==> images/pinout.png <==
Pins as bars across the die edge, other pins in grey.
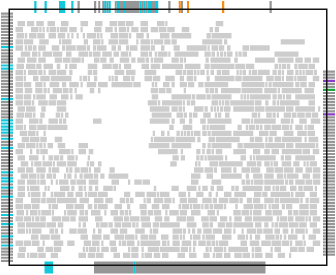
==> images/clock_nets.png <==
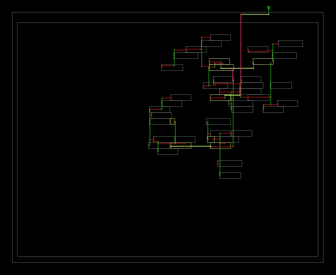
==> images/ff_map.png <==
Other sequential cells in the stronger grey, the rest of the logic in the fainter grey.
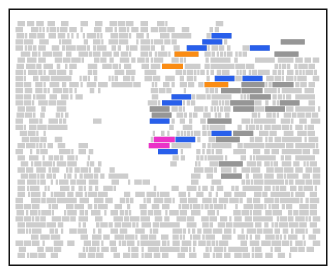
==> images/layers.png <==
Bar = 50 um.
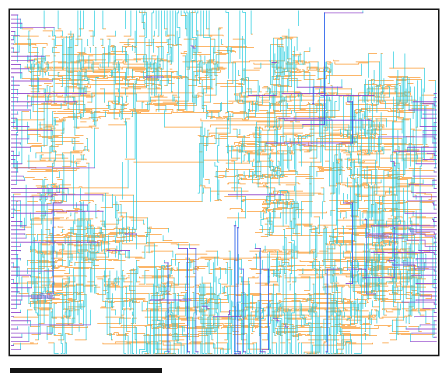
File: config.mk
export PLATFORM = sky130hd
export DESIGN_NAME = combat_resolver
export DESIGN_NICKNAME = d
export VERILOG_FILES = /design/src/rtl/combat_resolver.sv
export SDC_FILE = /design/constraint.sdc
export NUM_CORES = 1
export LEC_CHECK = 0
export CORE_ASPECT_RATIO = 0.8
export CORE_MARGIN = 2
export CORE_UTILIZATION = 39
export CTS_CLUSTER_SIZE = 25
export DETAILED_ROUTE_END_ITERATION = 7
export GPL_ROUTABILITY_DRIVEN = 0
export GPL_TIMING_DRIVEN = 0
export PLACE_DENSITY = 0.79
export SYNTH_ARGS = -nofsm -noshare
export SYNTH_HDL_FRONTEND = slang
export SYNTH_SLANG_ARGS = --single-unit
File: constraint.sdc
create_clock -name clk -period 2 [get_ports clk]
set_input_delay 0.2 -clock clk [delete_from_list [all_inputs] [get_ports clk]]
set_output_delay 0.2 -clock clk [all_outputs]
set_load 0.1 [all_outputs]
File: src/rtl/combat_resolver.sv
// combat_resolver: two-player hit detection, health/block bookkeeping and FIGHT/KO round FSM.
// Define COMBAT_CHIP_DAMAGE_EN to make blocked hits also cost 1 health.
module combat_resolver #(
  parameter int HEALTH_INIT = 5,
  parameter int BLOCK_INIT  = 3,
  parameter int BLOCK_REGEN = 60,
  parameter int DMG_BASIC   = 1,
  parameter int DMG_DIR     = 2
) (
  input  logic        clk,
  input  logic        rst_n,
  input  logic        restart,
  input  logic [3:0]  p1_state,
  input  logic [3:0]  p2_state,
  input  logic [39:0] p1_basic_box,
  input  logic [39:0] p2_basic_box,
  input  logic [39:0] p1_dir_box,
  input  logic [39:0] p2_dir_box,
  input  logic [39:0] p1_hurt_box,
  input  logic [39:0] p2_hurt_box,
  output logic [1:0]  p1_hitFlag,
  output logic [1:0]  p2_hitFlag,
  output logic [2:0]  p1_health,
  output logic [2:0]  p2_health,
  output logic [2:0]  p1_block,
  output logic [2:0]  p2_block,
  output logic        game_over,
  output logic [1:0]  winner
);

  localparam logic [3:0] ST_MOVEBACK = 4'd2;
  localparam logic [3:0] ST_B_END    = 4'd4;
  localparam logic [3:0] ST_D_END    = 4'd7;
  localparam logic [3:0] ST_BSTUN    = 4'd10;

  localparam int CW = $clog2(BLOCK_REGEN + 1);
  localparam logic [2:0]    H_INIT     = 3'(HEALTH_INIT);
  localparam logic [2:0]    B_INIT     = 3'(BLOCK_INIT);
  localparam logic [2:0]    D_BASIC    = 3'(DMG_BASIC);
  localparam logic [2:0]    D_DIR      = 3'(DMG_DIR);
  localparam logic [CW-1:0] REGEN_LAST = CW'(BLOCK_REGEN - 1);

  typedef enum logic {FIGHT = 1'b0, KO = 1'b1} round_t;

  round_t     state_q, state_d;
  logic [1:0] winner_q, winner_d;
  logic [1:0] health_zero;
  logic       ko_now, det_en, restart_go;

  // Per-player views, index 0 = p1, index 1 = p2
  logic [3:0]  st   [2];
  logic [39:0] bbox [2];
  logic [39:0] dbox [2];
  logic [39:0] hurt [2];
  logic [2:0]  health_w [2];
  logic [2:0]  block_w  [2];
  logic [1:0]  hit_w    [2];

  assign st[0]   = p1_state;
  assign st[1]   = p2_state;
  assign bbox[0] = p1_basic_box;
  assign bbox[1] = p2_basic_box;
  assign dbox[0] = p1_dir_box;
  assign dbox[1] = p2_dir_box;
  assign hurt[0] = p1_hurt_box;
  assign hurt[1] = p2_hurt_box;

  // Boxes are {x1,x2,y1,y2}; touching edges count as overlap
  function automatic logic overlap(input logic [39:0] a, input logic [39:0] b);
    return (a[39:30] <= b[29:20]) && (b[39:30] <= a[29:20]) &&
           (a[19:10] <= b[9:0])   && (b[19:10] <= a[9:0]);
  endfunction

  function automatic logic [2:0] sat_sub(input logic [2:0] v, input logic [2:0] d);
    return (v > d) ? (v - d) : 3'd0;
  endfunction

  always_comb begin
    health_zero = {health_w[1] == 3'd0, health_w[0] == 3'd0};
    ko_now      = |health_zero;
    det_en      = (state_q == FIGHT) && !ko_now;
    restart_go  = (state_q == KO) && restart;
    state_d     = state_q;
    winner_d    = winner_q;
    case (state_q)
      FIGHT: begin
        if (ko_now) begin
          state_d = KO;
          case (health_zero)
            2'b11:   winner_d = 2'b11;
            2'b01:   winner_d = 2'b10;
            default: winner_d = 2'b01;
          endcase
        end
      end
      KO: begin
        if (restart) begin
          state_d  = FIGHT;
          winner_d = 2'b00;
        end
      end
      default: state_d = FIGHT;
    endcase
  end

  always_ff @(posedge clk or negedge rst_n) begin
    if (!rst_n) begin
      state_q  <= FIGHT;
      winner_q <= 2'b00;
    end else begin
      state_q  <= state_d;
      winner_q <= winner_d;
    end
  end

  // Each instance holds victim g's counters plus the one-hit latch of its attacker
  for (genvar g = 0; g < 2; g++) begin : g_pl
    localparam int A = 1 - g;

    logic          b_hit, d_hit, lands;
    logic [1:0]    hit_q, hit_d;
    logic          blk_q, blk_d;
    logic          conn_q, conn_d;
    logic [2:0]    health_q, health_d;
    logic [2:0]    block_q, block_d;
    logic [CW-1:0] regen_q, regen_d;
    logic [2:0]    dmg;

    always_comb begin
      b_hit  = (st[A] == ST_B_END) && overlap(bbox[A], hurt[g]);
      d_hit  = (st[A] == ST_D_END) && overlap(dbox[A], hurt[g]);
      lands  = det_en && !conn_q && (b_hit || d_hit);
      hit_d  = 2'b00;
      blk_d  = 1'b0;
      if (lands) begin
        hit_d = b_hit ? 2'b01 : 2'b10;
        blk_d = (st[g] == ST_MOVEBACK) && (block_q != 3'd0);
      end
      conn_d = conn_q | lands;
      if ((st[A] != ST_B_END) && (st[A] != ST_D_END)) conn_d = 1'b0;

      health_d = health_q;
      block_d  = block_q;
      regen_d  = regen_q;
      dmg      = (hit_q == 2'b01) ? D_BASIC : D_DIR;
      if (state_q == FIGHT) begin
        if ((hit_q != 2'b00) && !blk_q) health_d = sat_sub(health_q, dmg);
        if (blk_q) begin
          block_d = block_q - 3'd1;
          regen_d = '0;
`ifdef COMBAT_CHIP_DAMAGE_EN
          health_d = sat_sub(health_q, 3'd1);
`endif
        end else if ((st[g] != ST_BSTUN) && (block_q < B_INIT)) begin
          if (regen_q == REGEN_LAST) begin
            regen_d = '0;
            block_d = block_q + 3'd1;
          end else begin
            regen_d = regen_q + CW'(1);
          end
        end
      end

      if (restart_go) begin
        hit_d    = 2'b00;
        blk_d    = 1'b0;
        conn_d   = 1'b0;
        health_d = H_INIT;
        block_d  = B_INIT;
        regen_d  = '0;
      end
    end

    always_ff @(posedge clk or negedge rst_n) begin
      if (!rst_n) begin
        hit_q    <= 2'b00;
        blk_q    <= 1'b0;
        conn_q   <= 1'b0;
        health_q <= H_INIT;
        block_q  <= B_INIT;
        regen_q  <= '0;
      end else begin
        hit_q    <= hit_d;
        blk_q    <= blk_d;
        conn_q   <= conn_d;
        health_q <= health_d;
        block_q  <= block_d;
        regen_q  <= regen_d;
      end
    end

    assign health_w[g] = health_q;
    assign block_w[g]  = block_q;
    assign hit_w[g]    = hit_q;
  end

  assign p1_hitFlag = hit_w[0];
  assign p2_hitFlag = hit_w[1];
  assign p1_health  = health_w[0];
  assign p2_health  = health_w[1];
  assign p1_block   = block_w[0];
  assign p2_block   = block_w[1];
  assign game_over  = (state_q == KO);
  assign winner     = winner_q;

endmodule

==> flow_summary.yaml <==
# synthesis and place-and-route metrics
place:
  post-dp-hpwl_um: 15970
  dp.cells: 1194
status:
  failed_checks: "negative hold slack, negative setup slack"
  status: "complete, but fails checks"
grt:
  grt_pass1_wl_um: 30220
  grt_pass1_vias: 6369
  grt_start_max_net_pins: 36
  overflow: 0
  antenna_found_initial: 0
timing:
  setup_viol_count_final: 7
  setup_ws_ps: -170.6
  drv_slew: 0
  max_freq_mhz: 460.7
  whs_ps: -1.339
  worstMarginPinSlew_ps: 1021
  fin_crit_sh_pct: 108.5
  rsz0062_at_grt: "true"
  finalSetupTns_ps: -679.1
  slew_headroom_pct: 32.19
  fin_crit_ps: 2171
  finClkSkew_ps: 5.945
  finalHoldViolCount: 1
die:
  initial_core_util_pct: 40.46
  die-area_mm2: 0.01599
  io_pins: 270
  core_mm2: 0.01444
  row_count: 39
power_and_ir_drop:
  vdd_drop_max_mv: 0.4567
  power_mw: 6.290
  pwr_density_cell_mw_per_mm2: 652.0
  leakagePower_nw: 4.658
synthesis:
  edf_count: 0
  syn_area_mm2: 0.005844
  synth_seq_share_pct: 15.16
  yosysMostFrequentCell: "ha_1"
  synth_nets: 1162
  yosys.area.top_type: "ha_1"
  synthTopCellsByCount: "ha_1, inv_1, a21oi_1"
  top_cell_area_share_pct: 35.54
  synth-area-yosys_mm2: 0.005844
  synthDistinctLibCells: 51
  yosys_warnings: 0
  synthArstFlopShare_pct: 100.0
  netlist_instances: 741
  area_leaders: "ha_1, dfrtp_1, inv_1"
  ys.flops: 35
  yosys_cells: 741
  avgSynthCellArea_um2: 7.887
  synthFlopType: "dfrtp_1"
critical_path:
  cp_slowest_cell: "or4b_4"
  required_ps: 2190
  critPathMaxStageDelay_ps: 570
  cp_common_cell: "a21oi_2"
  critical_path_class: "in2reg"
  reg2reg_from: "p1_health[0]$_DFFE_PN1P_"
  end_kind: "flop"
  worst_path_dominant_cell_family: "AND-OR/OR-AND gates"
  crit_path_cell_trace: "clkdlybuf4s50_1 -> ha_4 -> a21oi_2 -> a21oi_2 -> o41a_1 -> or4b_4 -> a31oi_1"
  start_kind: "input pin"
  crit_path_start: "p1_dir_box[35]"
  cp_num_buf_inv: 1
  path_max_fanout: 3
  arrival_ps: 2360
cts:
  cts_tree: "yes"
  ctsHoldBuffers: 0
  worst_setup_hold_path_clk_slew_ps: 60
  clk_path_buf_depth: 2
  clockRootBuffer: "clkbuf_16"
  cts_sinks: 35
  h-tree-depth: 2
cells_and_area:
  instances_no_fill: 1212
  drive_above_1_share_pct: 13.81
  nets: 1448
  area_delta_synth_final_pct: 65.08
  diodes: 0
worst_hold_path:
  hold_path_class: "in2async"
drt:
  first_pass_iters: 4
  drt_iter0_drc: 233
  detail-route-antenna-nets: 0
  drc: 0
  vias_per_cell: 5.267
flow_run:
  warnings: 29
  maxCapViolations: 0
-- pinout.png (at the start) --
legend:
  orange:
    port: `p2_block`
    pins: 3
    direction: output
    edge: top
  purple:
    port: `p2_hitFlag`
    pins: 2
    direction: output
    edge: right
  cyan:
    port: `p2_dir_box`
    pins: 40
    direction: input
    edge: 20 left, 15 top, 5 bottom
  green:
    port: `restart`
    pins: 1
    direction: input
    edge: right
all pins by edge: 87 bottom, 82 left, 61 right, 40 top
die x size: 140.9 um
Die Span Y: 113.5 um
buffers added on ports: 269

-- clock_nets.png (at the start) --
worst-skew pair later-pin latency: 280 ps
cts bufs inserted: 5

-- ff_map.png (at the start) --
legend:
  orange:
    name_in_the_netlist: `p2_block`
    sequential_cells: 3
  magenta:
    name_in_the_netlist: `p1_hitFlag`
    sequential_cells: 2
  blue:
    name_in_the_netlist: `g_pl.regen_q`
    sequential_cells: 12
Seq/total area: 9.636%
Core Util, Final: 66.80%
P_seq: 1.40 mW

-- layers.png (at the start) --
legend:
  blue:
    layer: M4
    wire_length: 448 um
  purple:
    layer: M3
    wire_length: 1250 um
  orange:
    layer: M1
    wire_length: 8290 um
  cyan:
    layer: M2
    wire_length: 9520 um
routed len/inst: 16.10 um
Post-Route WL: 19510 um
GRT Overall Usage: 23.14%
via count: 6383

registers in the layout (all words and copies together), names as in the netlist:
register,count
p1_block,3
p2_hitFlag,2
g_pl.blk_q,2
p1_health,3
winner,2
p2_block,3
p2_health,3
p1_hitFlag,2
game_over,1
g_pl.conn_q,2
g_pl.regen_q,12
path summary, 6_finish.rpt:
path	to	depth (start not counted)	slack, ps
worst max-delay path	g_pl[1].conn_q$_DFF_PN0_	7	-170
worst min-delay path	g_pl[1].regen_q[2]$_DFFE_PN0P_	1	-1
worst max register to register	g_pl[0].conn_q$_DFF_PN0_	6	-140
worst min register to register	winner[0]$_DFFE_PN0P_	2	510
max in group asynchronous	game_over$_DFF_PN0_	1	1440
min in group clk	winner[0]$_DFFE_PN0P_	2	510
per-layer routing:
| layer | global-route usage (%) | routed length (um) | vias to the layer above |
|---|---|---|---|
| li1 | - | - | 3213 |
| met1 | 28.99 | 8293 | 2910 |
| met2 | 41.76 | 9523 | 228 |
| met3 | 3.736 | 1245 | 32 |
| met4 | 5.800 | 448 | 0 |
| met5 | 0 | 0 | - |
cell usage in the layout (no fill, tap or decap), types with 9 or more instances in the layout:
cell type,instances
clkdlybuf4s50_1,217
ha_4,24
nand3_1,18
o21ai_0,32
a21oi_2,17
nand2_1,32
nor2_1,34
nor2b_1,11
a211oi_1,10
dfrtp_1,18
a21oi_1,38
inv_2,15
ha_1,141
nand4_1,27
a21o_1,18
dlymetal6s2s_1,9
nand2b_1,15
inv_1,147
nor3_1,15
dlygate4sd2_1,35
cell type report:
cell class / instances / area [um^2]
multi-input cells: 539 / 4932
fillers: 1148 / 4796
repair buffers: 279 / 2751
flip-flops and latches: 35 / 929.6
inverters: 162 / 608.1
well taps: 184 / 230.2
clock buffers: 5 / 125.1
clock inverters: 3 / 43.79
plain buffers: 5 / 27.53
logic make-up after synthesis:
logic type	Yosys count	synth area share (%)
DFF	35	15.16
and+or+nand+nor	187	16.85
xor gates and xnor gates	6	0.8992
AOI/OAI and AO/OA	176	19.38
buffers and inverters	167	10.81
adders and majority gates	170	36.91
per-stage QoR:
stage | worst slack [ps] | cell area (um^2)
floorplan | -175.8 | 5899
global placement | -640.7 | 8822
global route | -228.6 | 9648
CTS | -172.7 | 9351
detailed placement | -655.5 | 8817
finish | -170.6 | 9648
timing repair:
| item | CTS | global route |
|---|---|---|
| setup buffers | 6 | 4 |
| pin swaps | 38 | 17 |
| gates resized | 108 | 60 |
| cloned | 0 | 0 |
| setup endpoints to repair | 27 | 23 |
power by group:
group | internal [mW] | switching [mW] | leakage [nW] | total, mW
clock | 0.587 | 0.284 | 0.0838 | 0.870
sequential | 1.09 | 0.312 | 0.417 | 1.40
combinational | 1.60 | 2.41 | 4.16 | 4.02
No activity file was given, so power comes from the tool's default toggle rates.
